Figure 1. Sequential cells grouped by signal name.
Bar = 20 microns. Other sequential cells in the stronger gray, the rest of the logic in the fainter gray.
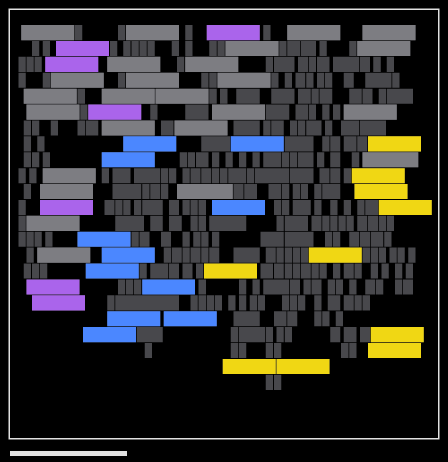
Figure 2. Gate-type map.
Bar = 20 microns.
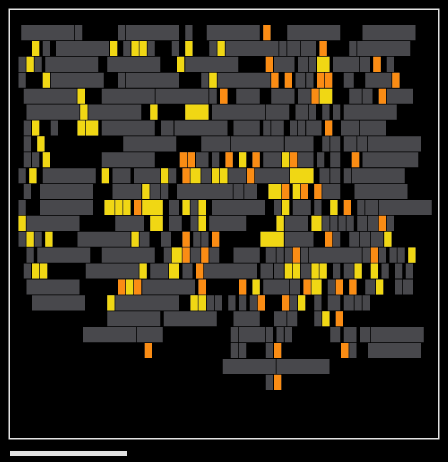
**config.mk**
```make
export PLATFORM = sky130hd
export DESIGN_NAME = lvds_pix_mapper
export DESIGN_NICKNAME = d
export VERILOG_FILES = /design/src/rtl/lvds_pix_mapper_pkg.sv /design/src/rtl/lvds_pix_mapper_timing.sv /design/src/rtl/lvds_pix_mapper.sv
export SDC_FILE = /design/constraint.sdc
export NUM_CORES = 1
export LEC_CHECK = 0
export ABC_AREA = 1
export CAP_MARGIN = 15
export CORE_UTILIZATION = 55
export DETAILED_ROUTE_END_ITERATION = 8
export DONT_BUFFER_PORTS = 1
export PLACE_DENSITY = 0.8
export SLEW_MARGIN = 15
export SYNTH_ARGS = -nofsm -noshare
export SYNTH_HDL_FRONTEND = slang
export SYNTH_HIERARCHICAL = 1
export SYNTH_SLANG_ARGS = --single-unit
```
**constraint.sdc**
```tcl
create_clock -name sclk -period 3.22 [get_ports sclk]
set_input_delay 0.805 -clock sclk [delete_from_list [all_inputs] [get_ports sclk]]
set_output_delay 0.805 -clock sclk [all_outputs]
set_load 0.05 [all_outputs]
```
**src/rtl/lvds_pix_mapper_pkg.sv**
```systemverilog
// Shared types for the LVDS pixel mapper: lane-mapping codes, FSM states, pixel/sync/lane structs.
// Also holds the lane packer so the reset blanking word and the live word come from one place.
package lvds_pix_mapper_pkg;

   localparam int MAP_CODE_VESA  = 0;
   localparam int MAP_CODE_JEIDA = 1;

   typedef enum logic [1:0] {
      ST_IDLE      = 2'd0,
      ST_SYNC_WAIT = 2'd1,
      ST_RUN       = 2'd2
   } state_t;

   typedef struct packed {
      logic [7:0] r;
      logic [7:0] g;
      logic [7:0] b;
   } rgb_t;

   typedef struct packed {
      logic de;
      logic vs;
      logic hs;
   } sync_t;

   typedef struct packed {
      logic [6:0] d0;
      logic [6:0] d1;
      logic [6:0] d2;
      logic [6:0] d3;
   } lanes_t;

   // Bit 6 of each lane word is the first bit serialized.
   function automatic lanes_t pack_lanes(input rgb_t px, input sync_t s, input logic jeida);
      lanes_t w;
      if (jeida) begin
         w.d0 = {px.g[2], px.r[7:2]};
         w.d1 = {px.b[3:2], px.g[7:3]};
         w.d2 = {s.de, s.vs, s.hs, px.b[7:4]};
         w.d3 = {1'b0, px.b[1:0], px.g[1:0], px.r[1:0]};
      end else begin
         w.d0 = {px.g[0], px.r[5:0]};
         w.d1 = {px.b[1:0], px.g[5:1]};
         w.d2 = {s.de, s.vs, s.hs, px.b[5:2]};
         w.d3 = {1'b0, px.b[7:6], px.g[7:6], px.r[7:6]};
      end
      return w;
   endfunction

endpackage

```
**src/rtl/lvds_pix_mapper_timing.sv**
```systemverilog
// Video timing generator: h/v counters (held at 0 while run=0), DE/HS/VS and frame-origin flag.
// Outputs are combinational from the counter registers; counters advance one pixel per clock.
module lvds_vid_timing #(
   parameter int H_ACTIVE = 1024,
   parameter int H_FP     = 24,
   parameter int H_SYNC   = 136,
   parameter int H_BP     = 160,
   parameter int V_ACTIVE = 768,
   parameter int V_FP     = 3,
   parameter int V_SYNC   = 6,
   parameter int V_BP     = 29,
   parameter bit HS_POL   = 1'b0,
   parameter bit VS_POL   = 1'b0
) (
   input  logic clk,
   input  logic rst_n,
   input  logic run,
   output logic de,
   output logic hs,
   output logic vs,
   output logic at_origin
);
   localparam int H_TOTAL = H_ACTIVE + H_FP + H_SYNC + H_BP;
   localparam int V_TOTAL = V_ACTIVE + V_FP + V_SYNC + V_BP;
   localparam int HW = $clog2(H_TOTAL + 1);
   localparam int VW = $clog2(V_TOTAL + 1);

   localparam logic [HW-1:0] H_LAST = HW'(H_TOTAL - 1);
   localparam logic [HW-1:0] H_ACT  = HW'(H_ACTIVE);
   localparam logic [HW-1:0] HS_BEG = HW'(H_ACTIVE + H_FP);
   localparam logic [HW-1:0] HS_END = HW'(H_ACTIVE + H_FP + H_SYNC);
   localparam logic [VW-1:0] V_LAST = VW'(V_TOTAL - 1);
   localparam logic [VW-1:0] V_ACT  = VW'(V_ACTIVE);
   localparam logic [VW-1:0] VS_BEG = VW'(V_ACTIVE + V_FP);
   localparam logic [VW-1:0] VS_END = VW'(V_ACTIVE + V_FP + V_SYNC);

   logic [HW-1:0] h_cnt;
   logic [VW-1:0] v_cnt;

   always_ff @(posedge clk or negedge rst_n) begin
      if (!rst_n) begin
         h_cnt <= '0;
         v_cnt <= '0;
      end else if (!run) begin
         h_cnt <= '0;
         v_cnt <= '0;
      end else if (h_cnt == H_LAST) begin
         h_cnt <= '0;
         v_cnt <= (v_cnt == V_LAST) ? '0 : v_cnt + VW'(1);
      end else begin
         h_cnt <= h_cnt + HW'(1);
      end
   end

   assign de        = (h_cnt < H_ACT) && (v_cnt < V_ACT);
   assign hs        = (h_cnt >= HS_BEG && h_cnt < HS_END) ? HS_POL : ~HS_POL;
   assign vs        = (v_cnt >= VS_BEG && v_cnt < VS_END) ? VS_POL : ~VS_POL;
   assign at_origin = (h_cnt == '0) && (v_cnt == '0);

endmodule

```
**src/rtl/lvds_pix_mapper.sv**
```systemverilog
// RGB888 stream to 7:1 LVDS lane words with generated timing; lanes are one register after the counters.
// Backpressure: pix_ready follows DE while running; SOF-hunting drops non-SOF pixels and holds the SOF pixel.
module lvds_pix_mapper
   import lvds_pix_mapper_pkg::*;
#(
   parameter int H_ACTIVE  = 1024,
   parameter int H_FP      = 24,
   parameter int H_SYNC    = 136,
   parameter int H_BP      = 160,
   parameter int V_ACTIVE  = 768,
   parameter int V_FP      = 3,
   parameter int V_SYNC    = 6,
   parameter int V_BP      = 29,
   parameter bit HS_POL    = 1'b0,
   parameter bit VS_POL    = 1'b0,
   parameter int MAP_JEIDA = 0
) (
   input  logic        sclk,
   input  logic        reset_n,
   input  logic        enable,
   input  logic        pix_valid,
   output logic        pix_ready,
   input  logic [23:0] pix_data,
   input  logic        pix_sof,
   output logic [6:0]  data0,
   output logic [6:0]  data1,
   output logic [6:0]  data2,
   output logic [6:0]  data3,
   output logic        frame_start,
   output logic        underrun,
   output logic        sof_err,
   input  logic        err_clr
);
   localparam logic   JEIDA = (MAP_JEIDA == MAP_CODE_JEIDA);
   localparam lanes_t BLANK = pack_lanes(rgb_t'(24'd0), sync_t'({1'b0, ~VS_POL, ~HS_POL}), JEIDA);

   state_t state, state_nxt;
   logic   de, hs, vs, at_origin;
   logic   fire, misalign, ur_set, emit, cnt_run;
   lanes_t word, lanes_q;

   lvds_vid_timing #(
      .H_ACTIVE(H_ACTIVE), .H_FP(H_FP), .H_SYNC(H_SYNC), .H_BP(H_BP),
      .V_ACTIVE(V_ACTIVE), .V_FP(V_FP), .V_SYNC(V_SYNC), .V_BP(V_BP),
      .HS_POL(HS_POL), .VS_POL(VS_POL)
   ) u_timing (
      .clk      (sclk),
      .rst_n    (reset_n),
      .run      (cnt_run),
      .de       (de),
      .hs       (hs),
      .vs       (vs),
      .at_origin(at_origin)
   );

   always_ff @(posedge sclk or negedge reset_n) begin
      if (!reset_n) state <= ST_IDLE;
      else          state <= state_nxt;
   end

   always_comb begin
      state_nxt = state;
      pix_ready = 1'b0;
      fire      = 1'b0;
      misalign  = 1'b0;
      ur_set    = 1'b0;
      emit      = 1'b0;
      if (!enable) begin
         state_nxt = ST_IDLE;
      end else begin
         case (state)
            ST_IDLE: state_nxt = ST_SYNC_WAIT;
            ST_SYNC_WAIT: begin
               pix_ready = pix_valid && !pix_sof;
               if (pix_valid && pix_sof) state_nxt = ST_RUN;
            end
            ST_RUN: begin
               pix_ready = de;
               fire      = de && pix_valid;
               ur_set    = de && !pix_valid;
               // SOF must coincide exactly with the frame origin, else re-hunt.
               misalign  = fire && (pix_sof != at_origin);
               emit      = !misalign;
               if (misalign) state_nxt = ST_SYNC_WAIT;
            end
            default: state_nxt = ST_IDLE;
         endcase
      end
   end

   // Counters restart from the origin on every entry into RUN.
   assign cnt_run = (state == ST_RUN) && (state_nxt == ST_RUN);

   assign word = emit ? pack_lanes(rgb_t'(fire ? pix_data : 24'd0), sync_t'({de, vs, hs}), JEIDA)
                      : BLANK;

   always_ff @(posedge sclk or negedge reset_n) begin
      if (!reset_n) begin
         lanes_q     <= BLANK;
         frame_start <= 1'b0;
         underrun    <= 1'b0;
         sof_err     <= 1'b0;
      end else begin
         lanes_q     <= word;
         frame_start <= emit && at_origin;
         underrun    <= ur_set | (underrun & ~err_clr);
         sof_err     <= misalign | (sof_err & ~err_clr);
      end
   end

   assign data0 = lanes_q.d0;
   assign data1 = lanes_q.d1;
   assign data2 = lanes_q.d2;
   assign data3 = lanes_q.d3;

endmodule

```
==> flow_summary.json <==
{
  "result_of_the_run": "completed",
  "grt_antenna_before_repair": 0,
  "reg2reg_from": "u_timing/v_cnt[0]",
  "layout_worst_path_cycle_share_pct": 87.4,
  "tightest_slew_ns": 0.573,
  "max-vdd-ir-drop_mv": 0.306,
  "synth.area.mux_share_pct": 0,
  "timing.max_slew.rel_slack_pct": 61.5,
  "path_class": "flip-flop to flip-flop",
  "root_buffer": "sky130_fd_sc_hd__clkbuf_8",
  "floorplan.nets": 385,
  "warnings": 33,
  "timing.critical_path.required_ns": 3.47,
  "worst_setup_path_start_kind": "flip-flop",
  "layout-drive-gt1-share_pct": 11.0,
  "post_synth_inst_count": 345,
  "synthXorXnorAreaFrac_pct": 1.26,
  "routed_wl_microns": 5430,
  "ys_sh_simple_pct": 32.5,
  "arrival_ns": 3.06,
  "rsz0062_at_grt": "false",
  "rr_endpoint": "u_timing/h_cnt[10]",
  "top_cells_by_area": "sky130_fd_sc_hd__dfrtp_1 46%, sky130_fd_sc_hd__nand2_1 12%, sky130_fd_sc_hd__nor2_1 7.7%, sky130_fd_sc_hd__inv_1 6.1%, sky130_fd_sc_hd__ha_1 4.5%",
  "design.portCount": 62,
  "fp.coreArea_sq_mm": 0.00482,
  "syn_area_sq_mm": 0.00279,
  "aoi_share_pct": 4.57,
  "count_of_buffers_added_by_post_cts_timing_repair_for_setup": 0,
  "finalNetCount": 386,
  "worstPathBufferInverterCount": 2,
  "gr-total-overflow": 0,
  "synth_largest_type_area_fraction_pct": 45.7,
  "cts-buffers-inserted": 5,
  "final_cells": 414,
  "clock_pin_slew_on_the_worst_setup_and_hold_paths_ns": 0.10,
  "detailedRoute.firstIterationViolations": 176,
  "finalWeightedCongestion": 0.895,
  "synth-adder-area-share_pct": 4.48,
  "insertedDiodeCount": 0,
  "yosysWarningCount": 6,
  "number_of_buffers_inserted_by_hold_repair_at_cts": 0,
  "syn_area_cell_sq_um": 8.09,
  "syn2layout_area_growth_pct": 4.98,
  "critical_path.slowest_cell": "sky130_fd_sc_hd__nor4_1",
  "synth.distinct_cells": 32,
  "hold_viol": 0,
  "fp-row-count": 25,
  "chipWidth_microns": 73.2,
  "ctsHtreeMaxLevel": 2,
  "maxSlewViolCount": 0,
  "timing.reg2reg.setup_slack_ns": 0.40,
  "synth.ff_latch_count": 53,
  "largest_area_cell": "sky130_fd_sc_hd__dfrtp_1",
  "dp_hpwl_microns": 4030,
  "fp_util_pct": 57.9,
  "die-area_sq_mm": 0.00536,
  "clock_skew_ns": 0.00574,
  "via_count_of_the_first_global_routing_pass": 2053,
  "drt_pass1_iterations": 4,
  "min_path_type": "primary input to asynchronous set/reset pin",
  "num_vias": 2178,
  "share_of_the_yosys_chip_area_belonging_to_registers_pct": 47.6,
  "post_drt_wl_per_cell_microns": 13.1,
  "finalCriticalPeriod_ns": 2.82,
  "grt_start_max_net_pins": 54,
  "post_drt_via_cell_ratio": 5.26,
  "setup-tns-final_ns": 0,
  "tritoncts_clock_tree": "built",
  "clockBufferDepth": 2,
  "drv.max_cap_violation_count": 0,
  "cts_sinks": 53,
  "die-height_microns": 73.2,
  "layout.cells.most_common_list": "88 x sky130_fd_sc_hd__nand2_1, 57 x sky130_fd_sc_hd__nor2_1, 51 x sky130_fd_sc_hd__dfrtp_1",
  "yosysCellCount": 345,
  "worstSkewPairLatency_ns": 0.31,
  "ctsResizeCount": 0,
  "critical_path.cell_chain": "inv_1 > ha_1 > nand4_1 > nor4_1 > nand2_2 > nand3_2 > nand2_2 > nand2_1 > nand2_1 > nor2_2 > inv_1 > nor2_4 > o21ai_0 > nor2_1",
  "yosys.stat.chipArea_sq_mm": 0.00279,
  "number_of_placed_cells_counting_well_taps": 406,
  "grt_util_all_layers_pct": 21.6,
  "largest_stage_delay_on_the_critical_path_ns": 0.54,
  "setup_violations": 0,
  "cpLargestDelayFamily": "simple AND/OR/NAND/NOR gates",
  "p_per_area_mw_per_mm2": 402,
  "grt_pass1_wl_microns": 8820,
  "io_buffers": 0,
  "critical_path_endpoint_category": "flip-flop",
  "p_total_mw": 1.18,
  "maxClockFrequency_mhz": 355,
  "drcViolationCount": 0,
  "final_common_cell": "sky130_fd_sc_hd__nand2_1",
  "antenna_violating_nets_post_route": 0,
  "static_leakage_power_nw": 1.46,
  "worstPathMaxFanout": 14,
  "r2r.worst_path.cells": 14,
  "netlist_logic_family_top": "simple AND/OR/NAND/NOR gates"
}
About Figure 1:
legend:
  purple:
    name_in_the_netlist: data1
    placed_flops: 7
  yellow:
    name_in_the_netlist: u_timing/v_cnt
    placed_flops: 10
  blue:
    name_in_the_netlist: u_timing/h_cnt
    placed_flops: 11
not colored: 25
Seq/total area: 45.4%
final core utilization: 60.8%
area of all sequential standard cells: 0.00133 sq mm
Power Sequential: 671 uW

About Figure 2:
legend:
  yellow:
    family: NOR gates
    cells: 72
    most_used: nor2_1
  orange:
    family: inverters
    cells: 49
    most_used: inv_1

-- cells in the mapped netlist, drive strengths merged --
master	n
nand3	21
nor3	7
nor2	64
a21oi	6
nand4	9
o21ai	11
o2111ai	1
nor4	1
nand2	96
ha	10
buf	8
inv	49
dfstp	2
and3	1
xor2	4
o22ai	2
conb	1
or2	1
dfrtp	51
-- routing by layer --
metal	part of all wire (%)	wire, microns	track usage [%]
met3	5.5	301	4.70
met4	1.6	87	9.37
met2	51	2790	37.8
met5	0	0	0
met1	42	2260	25.6
-- worst max path at each step --
stage	from	endpoint	slack [ns]	cells past startpoint
finish	u_timing/v_cnt[0]	u_timing/h_cnt[10]	0.40	14
global route	u_timing/v_cnt[0]	u_timing/h_cnt[10]	0.16	14
CTS	u_timing/v_cnt[0]	u_timing/h_cnt[10]	0.40	14
detailed placement	u_timing/v_cnt[0]	u_timing/h_cnt[10]	0.47	14
global placement	u_timing/v_cnt[0]	u_timing/h_cnt[10]	0.63	14
floorplan	pix_sof	pix_ready	0.72	3
-- registers in the layout, summed over array words and instances, names as in the netlist --
| signal | flops |
|---|---|
| state | 2 |
| u_timing/h_cnt | 11 |
| data0 | 7 |
| frame_start | 1 |
| data3 | 6 |
| u_timing/v_cnt | 10 |
| data1 | 7 |
| underrun | 1 |
| data2 | 7 |
| sof_err | 1 |
-- cell type report --
type / count / area, sq um
fill: 433 / 1890
timing repair buffer: 2 / 15.0
tap: 67 / 83.8
clock buffer: 5 / 68.8
sequential: 53 / 1330
clock inverter: 3 / 50.0
inverter: 49 / 184
multi-input combinational: 235 / 1200
-- per-stage QoR --
step | instance area, sq um | setup slack [ns] | hold slack (ns) | utilization [%]
finish | 2930 | 0.404 | 0.177 | 60.8
global route | 2930 | 0.165 | 0.158 | 60.8
CTS | 2930 | 0.398 | 0.174 | 60.8
detailed placement | 2810 | 0.475 | 0.502 | 58.3
global placement | 2810 | 0.634 | 0.496 | 58.3
floorplan | 2790 | 0.724 | 0.453 | -
-- power by group --
| group | internal (mW) | switching (mW) |
|---|---|---|
| Sequential | 0.667 | 0.00377 |
| Combinational | 0.0110 | 0.0239 |
| Clock | 0.239 | 0.232 |
-- cells by family after synthesis --
| kind of cell | count (synthesis) |
|---|---|
| AOI/OAI and AO/OA | 20 |
| buffers and inverters | 57 |
| other | 1 |
| and+or+nand+nor | 200 |
| DFF | 53 |
| adders and majority gates | 10 |
| xor gates and xnor gates | 4 |
-- worst reg2reg max path: cells and delay by family (launching register included) --
family                     cells  cell delay [ns]
AOI/OAI and AO/OA              1             0.16
DFF                            1             0.46
adders and majority gates      1             0.17
and+or+nand+nor               10             1.73
buffers and inverters          2             0.26
No activity file was given, so power comes from the tool's default toggle rates.
